$ cat src/rtl/axil_regfile_slave.sv
// AXI-Lite register bank responder.
// Exposes NUMBER_REG data-width registers to local logic. Each register is either
// read/write (flopped, byte-strobed) or read-only (sourced live from reg_in).
// Write and read channels run as independent engines, one transaction in flight each.
module axil_regfile_slave #(
   parameter int                        NUMBER_REG     = 16,
   parameter int                        AXI_DATA_WIDTH = 32,
   parameter int                        AXI_ADDR_WIDTH = 32,
   parameter logic [NUMBER_REG-1:0]     RO_MASK        = '0,
   parameter logic [AXI_DATA_WIDTH-1:0] RESET_VALUE    = '0
)(
   input  logic                                 aclk,
   input  logic                                 areset,
   input  logic [AXI_ADDR_WIDTH-1:0]            s_axil_awaddr,
   input  logic                                 s_axil_awvalid,
   output logic                                 s_axil_awready,
   input  logic [AXI_DATA_WIDTH-1:0]            s_axil_wdata,
   input  logic [AXI_DATA_WIDTH/8-1:0]          s_axil_wstrb,
   input  logic                                 s_axil_wvalid,
   output logic                                 s_axil_wready,
   output logic [1:0]                           s_axil_bresp,
   output logic                                 s_axil_bvalid,
   input  logic                                 s_axil_bready,
   input  logic [AXI_ADDR_WIDTH-1:0]            s_axil_araddr,
   input  logic                                 s_axil_arvalid,
   output logic                                 s_axil_arready,
   output logic [AXI_DATA_WIDTH-1:0]            s_axil_rdata,
   output logic [1:0]                           s_axil_rresp,
   output logic                                 s_axil_rvalid,
   input  logic                                 s_axil_rready,
   output logic [NUMBER_REG*AXI_DATA_WIDTH-1:0] reg_q,
   output logic [NUMBER_REG-1:0]                reg_wr_pulse,
   input  logic [NUMBER_REG*AXI_DATA_WIDTH-1:0] reg_in
);

   localparam int STRB_W   = AXI_DATA_WIDTH / 8;
   localparam int ADDR_LSB = $clog2(STRB_W);
   localparam int IDX_W    = AXI_ADDR_WIDTH - ADDR_LSB;

   localparam logic [1:0] RESP_OKAY   = 2'b00;
   localparam logic [1:0] RESP_SLVERR = 2'b10;

   logic                      aw_held;
   logic                      w_held;
   logic [IDX_W-1:0]          aw_idx_q;
   logic [AXI_DATA_WIDTH-1:0] w_data_q;
   logic [STRB_W-1:0]         w_strb_q;

   logic                      aw_hs;
   logic                      w_hs;
   logic                      ar_hs;
   logic                      commit;
   logic [IDX_W-1:0]          wr_idx;
   logic [AXI_DATA_WIDTH-1:0] wr_data;
   logic [STRB_W-1:0]         wr_strb;
   logic [NUMBER_REG-1:0]     wr_sel;
   logic                      wr_ro;
   logic                      wr_ok;
   logic [IDX_W-1:0]          rd_idx;
   logic [AXI_DATA_WIDTH-1:0] rd_data;
   logic                      rd_hit;
   logic                      unused_addr_bits;

   // Byte-offset bits inside a word never select anything.
   assign unused_addr_bits = ^{s_axil_awaddr[ADDR_LSB-1:0], s_axil_araddr[ADDR_LSB-1:0]};

   // Readies are held off during reset and while a channel is occupied.
   assign s_axil_awready = !areset && !aw_held && !s_axil_bvalid;
   assign s_axil_wready  = !areset && !w_held  && !s_axil_bvalid;
   assign s_axil_arready = !areset && !s_axil_rvalid;

   assign aw_hs  = s_axil_awvalid && s_axil_awready;
   assign w_hs   = s_axil_wvalid  && s_axil_wready;
   assign ar_hs  = s_axil_arvalid && s_axil_arready;
   assign commit = !areset && !s_axil_bvalid && (aw_held || aw_hs) && (w_held || w_hs);

   // Pick the write address/data from the holding flops or straight off the bus, then decode.
   always_comb begin
      wr_idx  = aw_held ? aw_idx_q : s_axil_awaddr[AXI_ADDR_WIDTH-1:ADDR_LSB];
      wr_data = w_held  ? w_data_q : s_axil_wdata;
      wr_strb = w_held  ? w_strb_q : s_axil_wstrb;
      wr_sel  = '0;
      wr_ro   = 1'b0;
      for (int i = 0; i < NUMBER_REG; i++) begin
         if (wr_idx == IDX_W'(i)) begin
            wr_sel[i] = 1'b1;
            wr_ro     = RO_MASK[i];
         end
      end
      wr_ok = (|wr_sel) && !wr_ro;
   end

   // Read decode: R/W registers return their flops, read-only ones the live fabric input.
   always_comb begin
      rd_idx  = s_axil_araddr[AXI_ADDR_WIDTH-1:ADDR_LSB];
      rd_data = '0;
      rd_hit  = 1'b0;
      for (int i = 0; i < NUMBER_REG; i++) begin
         if (rd_idx == IDX_W'(i)) begin
            rd_hit  = 1'b1;
            rd_data = RO_MASK[i] ? reg_in[i*AXI_DATA_WIDTH +: AXI_DATA_WIDTH]
                                 : reg_q[i*AXI_DATA_WIDTH +: AXI_DATA_WIDTH];
         end
      end
   end

   // Write engine: capture AW/W independently, commit when both exist, hold B until accepted.
   always_ff @(posedge aclk) begin
      if (areset) begin
         aw_held       <= 1'b0;
         w_held        <= 1'b0;
         aw_idx_q      <= '0;
         w_data_q      <= '0;
         w_strb_q      <= '0;
         s_axil_bvalid <= 1'b0;
         s_axil_bresp  <= RESP_OKAY;
         reg_wr_pulse  <= '0;
      end else begin
         reg_wr_pulse <= '0;
         if (aw_hs) begin
            aw_held  <= 1'b1;
            aw_idx_q <= s_axil_awaddr[AXI_ADDR_WIDTH-1:ADDR_LSB];
         end
         if (w_hs) begin
            w_held   <= 1'b1;
            w_data_q <= s_axil_wdata;
            w_strb_q <= s_axil_wstrb;
         end
         if (commit) begin
            aw_held       <= 1'b1;
            w_held        <= 1'b1;
            s_axil_bvalid <= 1'b1;
            s_axil_bresp  <= wr_ok ? RESP_OKAY : RESP_SLVERR;
            if (wr_ok) begin
               reg_wr_pulse <= wr_sel;
            end
         end else if (s_axil_bvalid && s_axil_bready) begin
            aw_held       <= 1'b0;
            w_held        <= 1'b0;
            s_axil_bvalid <= 1'b0;
         end
      end
   end

   // Register storage: byte-lane update of the selected R/W register on commit.
   always_ff @(posedge aclk) begin
      if (areset) begin
         reg_q <= {NUMBER_REG{RESET_VALUE}};
      end else if (commit && wr_ok) begin
         for (int i = 0; i < NUMBER_REG; i++) begin
            for (int b = 0; b < STRB_W; b++) begin
               if (wr_sel[i] && !RO_MASK[i] && wr_strb[b]) begin
                  reg_q[i*AXI_DATA_WIDTH + b*8 +: 8] <= wr_data[b*8 +: 8];
               end
            end
         end
      end
   end

   // Read engine: sample data on AR handshake, hold it until the R handshake.
   always_ff @(posedge aclk) begin
      if (areset) begin
         s_axil_rvalid <= 1'b0;
         s_axil_rdata  <= '0;
         s_axil_rresp  <= RESP_OKAY;
      end else if (ar_hs) begin
         s_axil_rvalid <= 1'b1;
         s_axil_rdata  <= rd_data;
         s_axil_rresp  <= rd_hit ? RESP_OKAY : RESP_SLVERR;
      end else if (s_axil_rvalid && s_axil_rready) begin
         s_axil_rvalid <= 1'b0;
      end
   end

endmodule
$ cat config.mk
export PLATFORM = sky130hd
export DESIGN_NAME = axil_regfile_slave
export DESIGN_NICKNAME = d
export VERILOG_FILES = /design/src/rtl/axil_regfile_slave.sv
export SDC_FILE = /design/constraint.sdc
export NUM_CORES = 1
export LEC_CHECK = 0
export CORE_AREA = 2 2 460 462
export DETAILED_ROUTE_END_ITERATION = 16
export DIE_AREA = 0 0 462 464
export GPL_TIMING_DRIVEN = 0
export SLEW_MARGIN = 20
export SYNTH_ARGS = -nofsm -noshare
export SYNTH_HDL_FRONTEND = slang
export SYNTH_SLANG_ARGS = --single-unit
$ cat constraint.sdc
create_clock -name aclk -period 4.2 [get_ports aclk]
set_clock_uncertainty 0.05 [all_clocks]
set_input_delay 0.63 -clock aclk [delete_from_list [all_inputs] [get_ports aclk]]
set_output_delay 0.63 -clock aclk [all_outputs]
set_load 0.005 [all_outputs]
==> results.txt <==
Final setup viols -> 5
Boundary Pins -> 1,188
Synth cell types -> 78
area share, top type -> 45.61%
most used cell, CP -> buf_2
WS Path Type -> primary input to flop
RSZ-0062 raised after global routing -> no
via total after detailed routing -> 30,016
Final WS setup -> -0.1331 ns
Die Span Y -> 464 µm
power of the combinational group -> 0.00127 W
Clock Path Buffers -> 3
fraction of synthesis flops using an asynchronous set or reset pin -> 0%
Initial DRC Count -> 4,751
Required @ worst endpoint -> 4.81 ns
Vias/cell -> 4.487
Pwr top -> clock
Post-Synthesis Cells -> 3,057
crit end category -> flop
Cell Area, Placed -> 0.03820 mm²
violated checks -> setup timing
Routability Congestion -> 0.9678
clock root buffer -> clkbuf_16
number of antenna-violating nets in the routed design -> 0
Mean Syn Cell Area -> 9.074 µm²
Setup TNS Final -> -0.3294 ns
Worst setup SP type -> primary input
final wirelength -> 225,500 µm
Area Growth Syn to Fin -> 47.82%
max capacitance violation total -> 0
outcome -> complete, but fails checks
cycle use final -> 103.2%
[worst reg2reg max path, stage by stage (launching register included)]
cell      delay (ns)
dfxtp_1         0.50
clkbuf_1        0.38
clkbuf_1        0.49
a31oi_1         0.23
nand2b_1        0.57
nor2_1          0.76
nand2_1         0.58
mux2i_1         0.26
[worst max-delay path by stage]
stage / startpoint / end / slack, ns
floorplan: s_axil_araddr[7] / s_axil_rdata[4] / 1.34
global placement: s_axil_araddr[3] / s_axil_rdata[3] / -2.27
detailed placement: s_axil_araddr[3] / s_axil_rdata[18] / -1.27
CTS: aw_held / reg_q[170] / -0.14
global route: s_axil_araddr[3] / s_axil_rdata[16] / 0.03
finish: s_axil_araddr[3] / s_axil_rdata[8] / -0.13
[layout make-up]
cell class,instances,area (µm²)
fillers,23114,168100
well taps,2805,3510
inverters,15,56.30
clock buffers,100,2081
multi-input cells,2198,14360
clock inverters,36,525.5
diodes,6,15.01
flip-flops and latches,632,12650
plain buffers,212,903.4
repair buffers,686,6904
[state kept, by name, summed over array words and instances (netlist names)]
register and cells:
aw_idx_q 30, w_data_q 32, aw_held 1, s_axil_bvalid 1, s_axil_rresp 1, reg_wr_pulse 16, s_axil_rvalid 1, s_axil_rdata 32
s_axil_bresp 1, w_held 1, w_strb_q 4, reg_q 512
[timing repair]
action | 4_1_cts | 5_1_grt
endpoints found under the hold margin | 0 | 0
resized | 15 | 17
setup buffers | 6 | 2
setup endpoints to repair | 54 | 334
pin swaps | 2 | 2
hold buffers | 0 | 0
[routing by layer]
| metal | track usage (%) | vias up |
|---|---|---|
| met5 | 0 | - |
| li1 | - | 12301 |
| met4 | 9.631 | 2 |
| met1 | 25.78 | 14855 |
| met2 | 30.28 | 2426 |
| met3 | 6.517 | 432 |
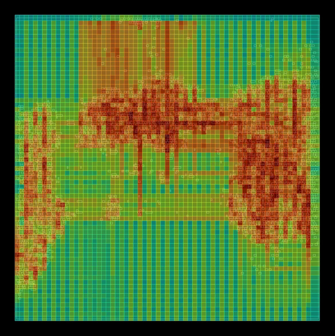
Figure 1: routing congestion map.
All-Layer GR Usage: 20.14%
met3 Track Usage GR: 6.517%

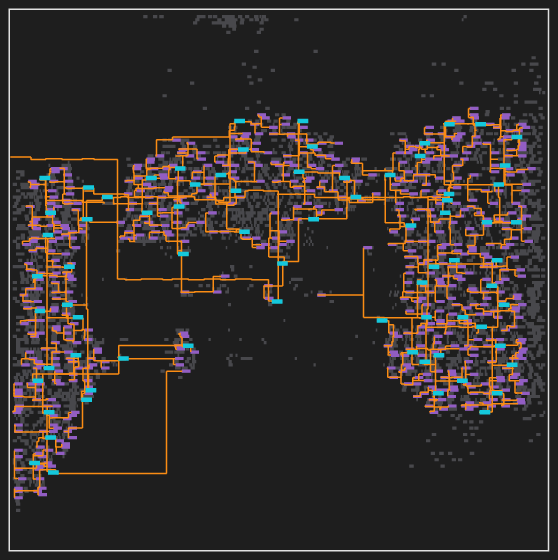
Figure 2: routed clock nets over the placement.
[flip-flops] purple | count: 632
[clock-net drivers] cyan | count: 74
[clock wires] orange | length: 10,100 µm
routed clock nets	75
clk pwr: 0.00712 W
Insertion Delay late pin: 0.72 ns
clock share of power: 49.2%

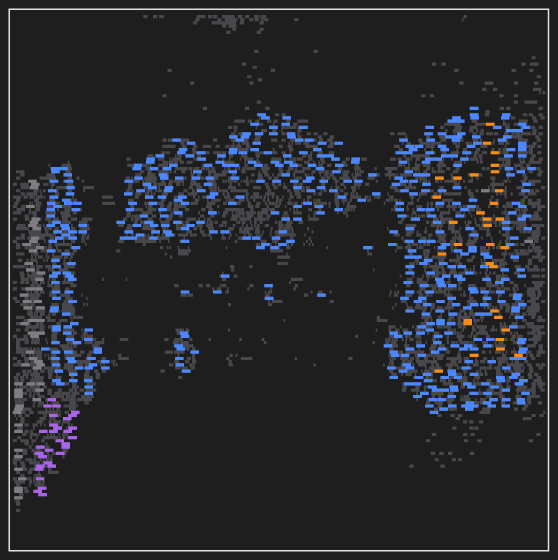
Figure 3: register map, names as in the netlist.
Other sequential cells in the stronger gray, the rest of the logic in the fainter gray.
signal	color	sequential cells
`s_axil_rdata`	orange	32
`aw_idx_q`	purple	30
`reg_q`	blue	512
not colored	58
flop share of the area: 30.86%
sequential cell area: 0.01265 mm²
seq pwr: 0.00607 W
Final Util: 19.61%

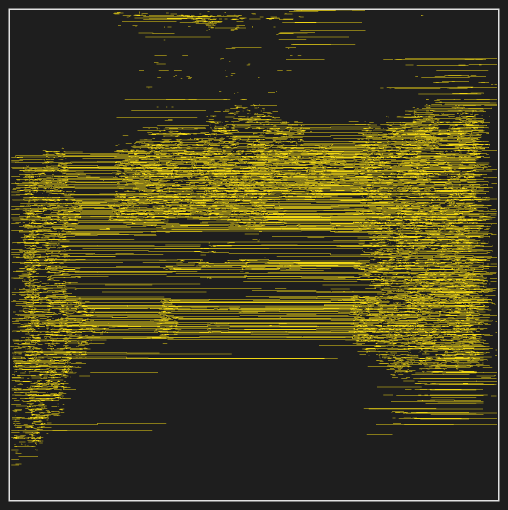
Figure 4: met1 routing.
main direction	horizontal
longest straight run	300 µm
share of all routed wire	40%

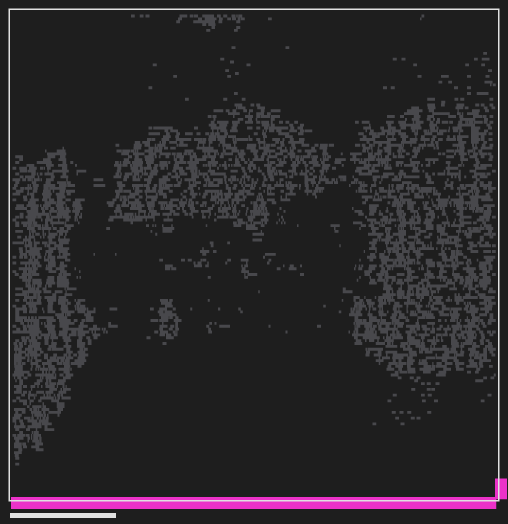
Figure 5: I/O nets highlighted.
Bar = 100 µm.
port	color	bits	direction	end cells	buffers
`reg_in`	magenta	512	input	0	0

Power and IR drop assume default switching activity.
